==> config.mk <==
export PLATFORM = sky130hd
export DESIGN_NAME = ztex_host_bridge
export DESIGN_NICKNAME = d
export VERILOG_FILES = /design/src/rtl/ztex_bridge_pkg.sv /design/src/rtl/ztex_strobe_sync.sv /design/src/rtl/ztex_host_bridge.sv
export SDC_FILE = /design/constraint.sdc
export NUM_CORES = 2
export LEC_CHECK = 0
export ABC_AREA = 1
export ABC_CLOCK_PERIOD_IN_PS = 6700
export CORE_MARGIN = 2
export CORE_UTILIZATION = 57
export DETAILED_ROUTE_END_ITERATION = 10
export HOLD_SLACK_MARGIN = 0.03
export PLACE_DENSITY = 0.85
export SLEW_MARGIN = 15
export SYNTH_ARGS = -nofsm -noshare
export SYNTH_HDL_FRONTEND = slang
export SYNTH_SLANG_ARGS = --single-unit
==> constraint.sdc <==
create_clock -name clk -period 6.7 [get_ports clk]
set_input_delay 1.005 -clock clk [delete_from_list [all_inputs] [get_ports clk]]
set_output_delay 1.005 -clock clk [all_outputs]
set_load 0.03 [all_outputs]
==> src/rtl/ztex_bridge_pkg.sv <==
// ztex_bridge_pkg: shared constants for the host bridge (output frame length, status byte layout, core id width)
package ztex_bridge_pkg;
  localparam int CORE_ID_W = 8;
  localparam int ST_VALID = 7;
  localparam int ST_OVF = 6;
  localparam int ST_CNT_W = 6;
  function automatic int out_bytes(input int res_bytes);
    return res_bytes + 2;
  endfunction
endpackage

==> src/rtl/ztex_strobe_sync.sv <==
// ztex_strobe_sync: 4-flop synchroniser for an async host strobe; emits one pulse per filtered level change
module ztex_strobe_sync (
  input  logic clk,
  input  logic reset_n,
  input  logic a,
  output logic strobe,
  output logic rise
);
  logic [3:0] s;
  logic lvl;
  // s[0] absorbs metastability; a new level must fill s[3:1] before it is accepted against lvl
  assign strobe = s[3] == s[2] && s[2] == s[1] && s[1] != lvl;
  assign rise = strobe & s[1];
  always_ff @(posedge clk or negedge reset_n)
    if (!reset_n) begin
      s <= '0;
      lvl <= 1'b0;
    end else begin
      s <= {s[2:0], a};
      if (strobe) lvl <= s[1];
    end
endmodule

==> src/rtl/ztex_host_bridge.sv <==
// ztex_host_bridge: EZ-USB byte-port bridge feeding work frames to NUM_CORES miners and returning results.
// ZTEX_BRIDGE_CHECKSUM_EN adds a trailing XOR byte per work frame and reports checksum errors in byte0.
module ztex_host_bridge
  import ztex_bridge_pkg::*;
#(
  parameter int NUM_CORES  = 4,
  parameter int IN_BYTES   = 44,
  parameter int RES_BYTES  = 12,
  parameter int FIFO_DEPTH = 8
) (
  input  logic                             clk,
  input  logic                             reset_n,
  input  logic                             rd_clk,
  input  logic                             wr_clk,
  input  logic                             wr_start,
  input  logic [7:0]                       read,
  output logic [7:0]                       write,
  output logic [IN_BYTES*8-1:0]            work_data,
  output logic                             work_valid,
  input  logic [NUM_CORES-1:0]             res_valid,
  input  logic [NUM_CORES*RES_BYTES*8-1:0] res_data
);
  localparam int IW = IN_BYTES * 8;
  localparam int RB = RES_BYTES * 8;
  localparam int EW = RB + CORE_ID_W;
  localparam int OW = out_bytes(RES_BYTES) * 8;
  localparam int AW = $clog2(FIFO_DEPTH);
  localparam int PW = NUM_CORES > 1 ? $clog2(NUM_CORES) : 1;
`ifdef ZTEX_BRIDGE_CHECKSUM_EN
  localparam int FB = IN_BYTES + 1;
`else
  localparam int FB = IN_BYTES;
`endif
  localparam int CW = $clog2(FB + 1);

  logic rd_stb, rd_rise, wr_stb, wr_rise, ws_stb, ws_rise;
  logic unused;
  assign unused = ^{rd_rise, wr_rise, ws_stb};

  ztex_strobe_sync u_rd (.clk(clk), .reset_n(reset_n), .a(rd_clk), .strobe(rd_stb), .rise(rd_rise));
  ztex_strobe_sync u_wr (.clk(clk), .reset_n(reset_n), .a(wr_clk), .strobe(wr_stb), .rise(wr_rise));
  ztex_strobe_sync u_ws (.clk(clk), .reset_n(reset_n), .a(wr_start), .strobe(ws_stb), .rise(ws_rise));

  logic [7:0] read_q;
  logic [CW-1:0] cnt;
  logic [IW-1:0] shreg;
  logic [ST_CNT_W-1:0] st_low;
  logic [AW:0] count;

`ifdef ZTEX_BRIDGE_CHECKSUM_EN
  logic [7:0] csum, err;
  assign st_low = err[ST_CNT_W-1:0];
  always_ff @(posedge clk or negedge reset_n)
    if (!reset_n) begin
      read_q <= '0;
      cnt <= '0;
      shreg <= '0;
      work_data <= '0;
      work_valid <= 1'b0;
      csum <= '0;
      err <= '0;
    end else begin
      read_q <= read;
      work_valid <= 1'b0;
      if (ws_rise) begin
        cnt <= '0;
        csum <= '0;
      end else if (rd_stb) begin
        if (cnt == CW'(IN_BYTES)) begin
          cnt <= '0;
          csum <= '0;
          if (read_q == csum) begin
            work_data <= shreg;
            work_valid <= 1'b1;
          end else if (err != 8'hff) err <= err + 8'd1;
        end else begin
          shreg <= {read_q, shreg[IW-1:8]};
          csum <= csum ^ read_q;
          cnt <= cnt + CW'(1);
        end
      end
    end
`else
  assign st_low = ST_CNT_W'(count);
  always_ff @(posedge clk or negedge reset_n)
    if (!reset_n) begin
      read_q <= '0;
      cnt <= '0;
      shreg <= '0;
      work_data <= '0;
      work_valid <= 1'b0;
    end else begin
      read_q <= read;
      work_valid <= 1'b0;
      if (ws_rise) cnt <= '0;
      else if (rd_stb) begin
        shreg <= {read_q, shreg[IW-1:8]};
        if (cnt == CW'(IN_BYTES - 1)) begin
          cnt <= '0;
          work_data <= {read_q, shreg[IW-1:8]};
          work_valid <= 1'b1;
        end else cnt <= cnt + CW'(1);
      end
    end
`endif

  logic [NUM_CORES-1:0] pend, gsel;
  logic [RB-1:0] pdata [NUM_CORES];
  logic [PW-1:0] ptr, gidx;
  logic gnt, cap_ovf;

  // lowest offset from ptr wins, so the loop runs downwards and the last hit is kept
  always_comb begin
    gnt = 1'b0;
    gidx = '0;
    for (int k = NUM_CORES - 1; k >= 0; k--)
      if (pend[(int'(ptr) + k) % NUM_CORES]) begin
        gnt = 1'b1;
        gidx = PW'((int'(ptr) + k) % NUM_CORES);
      end
  end

  assign gsel = NUM_CORES'(gnt) << gidx;
  assign cap_ovf = |(res_valid & pend & ~gsel);

  always_ff @(posedge clk)
    for (int i = 0; i < NUM_CORES; i++)
      if (res_valid[i]) pdata[i] <= res_data[i*RB +: RB];

  logic [EW-1:0] mem [FIFO_DEPTH];
  logic [AW-1:0] wp, rp;
  logic [OW-1:0] frame;
  logic [7:0] status;
  logic full, pop, push, ovf, ovf_set;

  assign full = count == (AW+1)'(FIFO_DEPTH);
  assign pop = ws_rise && count != '0;
  assign push = gnt && (!full || pop);
  assign ovf_set = cap_ovf | (gnt & full & ~pop);
  assign status = {count != '0, ovf, st_low};

  always_ff @(posedge clk)
    if (push) mem[wp] <= {CORE_ID_W'(gidx), pdata[gidx]};

  always_ff @(posedge clk or negedge reset_n)
    if (!reset_n) begin
      pend <= '0;
      ptr <= '0;
      wp <= '0;
      rp <= '0;
      count <= '0;
      ovf <= 1'b0;
      frame <= '0;
      write <= '0;
    end else begin
      pend <= (pend & ~gsel) | res_valid;
      if (gnt) ptr <= int'(gidx) == NUM_CORES - 1 ? '0 : gidx + PW'(1);
      if (push) wp <= wp + AW'(1);
      if (pop) rp <= rp + AW'(1);
      count <= count + (AW+1)'(push) - (AW+1)'(pop);
      // a loss in the same cycle as the report must survive into the next frame
      ovf <= ws_rise ? ovf_set : ovf | ovf_set;
      if (ws_rise) frame <= pop ? {mem[rp], status} : {(OW-8)'(0), status};
      else if (wr_stb) frame <= {8'h00, frame[OW-1:8]};
      write <= frame[7:0];
    end
endmodule
### Routed clock nets over the placement

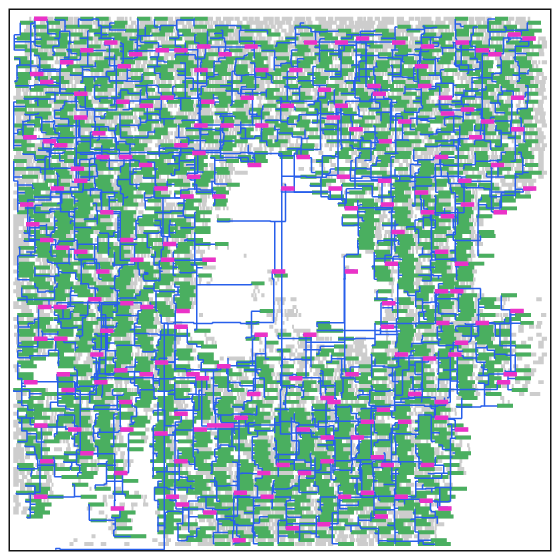
Blue shows clock wires, length 21.5 mm. Green shows flip-flops, count 2,025. Magenta shows clock drivers, count 193.
Position of the flops: spread over the die.
Power Clock: 0.0108 W
Clock power frac: 0.254
Late-Pin Clk Latency: 0.83 ns
skew final: 0.0483 ns

### Register map, names as in the netlist

Other sequential cells in the stronger gray, the rest of the logic in the fainter gray.
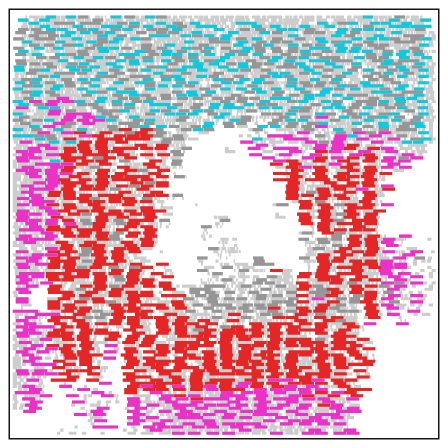
Cyan shows `work_data`, flops 352, where a band across the top. Magenta shows `pdata`, flops 384, where spread over the die. Red shows `mem`, flops 784.
sequential cell area share: 0.615
FF+latch area: 56,500 um^2
Util after Layout: 0.687
P_seq: 0.0199 W

==> out/metrics.cfg <==
[status]
status = finished clean

[setup_path]
critPathKind = register to register
setup.worst_path.start_class = register
path_cells = inv_2 > nand2_1 > nand3_1 > nand2_1 > inv_2 > nand2_1 > nand2_1 > nand2_8 > inv_4 > buf_4 > nor2_1 > o21ai_1
cp.required_ns = 7.21
cp.arrival_ns = 4.74
endpoint_kind = register
cp_common_cell = nand2_1
path_buffers = 4
crit_family = buffers and inverters
crit_path_max_fanout = 125
critPathSlowestCell = inv_4
cp_slowest_stage_delay_ns = 1.08

[global_routing]
antenna_found_initial = 47
grt_pass1_vias = 53900
grt_pass1_wl_um = 315000
grt_overflow = 0
grt_max_degree = 258

[layout]
area_growth_pct = 19.2
fin_nets = 7446
final_area_um2 = 92000
layout-drive-gt1-share = 0.0513

[route]
first_pass_iters = 7
routedWlPerCell_um = 23.5
drc = 0
drtIter0Drc = 6818
routed_wl_um = 211000
via_per_inst = 5.95
antenna_left = 0

[clock_network]
cts_made_buffers = 193
holdBufCountCts = 0
cts_sinks = 2025
postCtsSetupBuffers = 0
htreeDepth = 4
clockBufferDepth = 3
cts.clk_slew.worst_paths_ns = 0.06
root_buffer = clkbuf_16
cts_tree = yes
cts_resized = 0

[synth]
synthArstFlopShare = 0.423
yosysTopAreaCell = edfxtp_1
synth_warnings = 0
postSynthSeqShare = 0.733
synth_area_um2 = 77100
ys.flop_type = edfxtp_1
synth_nets = 6845
post-synth-top-count-cell = edfxtp_1
common_cells = edfxtp_1, o21ai_0, nand2_1
yosys_cells = 6434
synth-seq-cells = 2025
yosys_area_um2 = 77100
ys_types = 36
synthCells = 6434
synthTopCellsByArea = edfxtp_1, dfrtp_1, o21ai_0, nand2_1, inv_1
edf_count = 1168
top_area_frac = 0.455
synth.avg_cell_area_um2 = 12.0

[final_timing]
fmax_mhz = 236
tns_ns = 0
setup_ws_ns = 2.47
tightest_slew_ns = 1.22
slew_headroom = 0.188
setup_viol = 0
min_period_ns = 4.23
finalHoldViolations = 0
grt_setup_unrepaired = false
period_used_share = 0.631
maxSlewViolCount = 0

[die]
fp-utilization = 0.576
dieArea_um2 = 138000
die_height_um = 372
row_count = 134
die_w_um = 372
io_pins = 762

[job]
log.warning_count = 83
maxCapViolations = 0

[pwr]
power.density_nw_per_um2 = 460
power.leakage_nw = 34.5
peakVddDrop_uv = 579

[place]
postPlaceCellArea_um2 = 85600
dp.cells = 8608
dp_slack_ns = 2.42
portBuffers = 761
dp_hpwl_um = 124000
place.gp.congestion = 0.922

[min_path]
holdCritPathClass = input pin to asynchronous set/reset pin

### Placement view

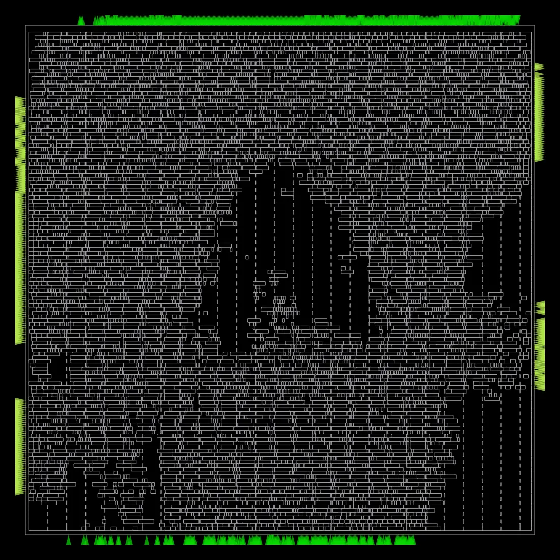
core area: 134,000 um^2
Final Instance Count excl. Fillers: 9,004

### Signal metal coverage by tile

The bar under the picture is 100 um long. 37 x 37 tiles, from dark purple (low) to yellow (high), scaled to the fullest tile. Values are wire area over tile area, all layers added.
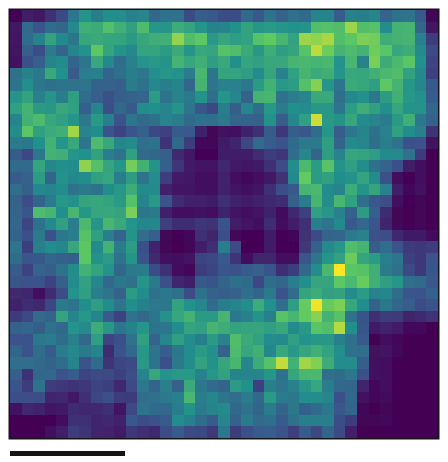
The densest ninth of the die: upper right. The emptiest ninth of the die: center. 6.6% of the tiles are nearly empty. 30% of the tiles are over half the peak. The fullest tile reaches 0.71. The mean over all tiles is 0.26.
via count of the routed design: 53,600
GRT Total Usage: 0.302

==> path summary, 6_finish.rpt <==
path | start | end | slack, ns | depth (start not counted)
min in group clk | u_wr.s[0]$_DFF_PN0_ | u_wr.s[1]$_DFF_PN0_ | 0.37 | 0
min reg2reg | u_wr.s[0]$_DFF_PN0_ | u_wr.s[1]$_DFF_PN0_ | 0.37 | 0
min | reset_n | work_data[93]$_DFFE_PN0P_ | 0.18 | 1
max reg2reg | ptr[0]$_DFFE_PN0P_ | mem[5][41]$_DFFE_PP_ | 2.47 | 12
max in group asynchronous | reset_n | work_data[313]$_DFFE_PN0P_ | 5.02 | 2
max | ptr[0]$_DFFE_PN0P_ | mem[5][41]$_DFFE_PP_ | 2.47 | 12
==> stage by stage <==
stage	hold WS, ns	power (W)
after floorplan	0.331	0.0273
after global placement	0.341	0.0307
after detailed placement	0.354	0.0315
after CTS	0.180	0.0423
after global routing	0.213	0.0442
final	0.182	0.0423
==> placed cells by master (no fill, tap or decap), types with 184 or more instances in the layout <==
master,netlist,routed
clkbuf_16,0,198
clkdlybuf4s50_1,0,756
dfrtp_1,857,854
edfxtp_1,1168,1168
inv_1,553,551
nand2_1,1016,1016
nor2_1,519,511
o21ai_0,1148,1148
o21ai_1,277,277
o221ai_1,184,184
==> routing by layer <==
| layer | share of wire | track usage | vias to the layer above | wire length [um] |
|---|---|---|---|---|
| li1 | - | - | 23500 | - |
| met1 | 0.36 | 0.376 | 26200 | 75500 |
| met3 | 0.091 | 0.0590 | 706 | 19200 |
| met4 | 0.067 | 0.194 | 14 | 14200 |
| met2 | 0.48 | 0.487 | 3223 | 102000 |
| met5 | 0.00044 | 0 | - | 92 |
==> where the power goes <==
group | switching (W) | internal [W]
Clock | 0.00472 | 0.00604
Combinational | 0.00907 | 0.00265
Sequential | 0.00103 | 0.0188
Total | 0.0148 | 0.0275
==> area by class of cell <==
cell class | instances | area (um^2)
sequential | 2025 | 56500
fill | 8479 | 42000
multi-input combinational | 3438 | 16600
timing repair buffer | 816 | 8190
clock buffer | 277 | 5490
tap | 1768 | 2210
inverter | 561 | 2130
clock inverter | 78 | 759
antenna | 41 | 103
==> sequential cells by signal, summed over array words and instances, names as in the netlist <==
signal,flops
cnt,6
count,4
frame,106
mem,784
ovf,1
pdata,384
pend,4
ptr,2
read_q,8
rp,3
shreg,344
u_rd.lvl,1
u_rd.s,4
u_wr.lvl,1
u_wr.s,4
u_ws.lvl,1
u_ws.s,4
work_data,352
work_valid,1
wp,3
write,8
==> cell families after synthesis <==
kind of cell,synth area share
adders and majority gates,0.00172
DFF,0.733
and+or+nand+nor,0.0833
AOI/OAI and AO/OA,0.127
buffers and inverters,0.0540
xor gates and xnor gates,0.00102
No activity file was given, so power comes from the tool's default toggle rates.
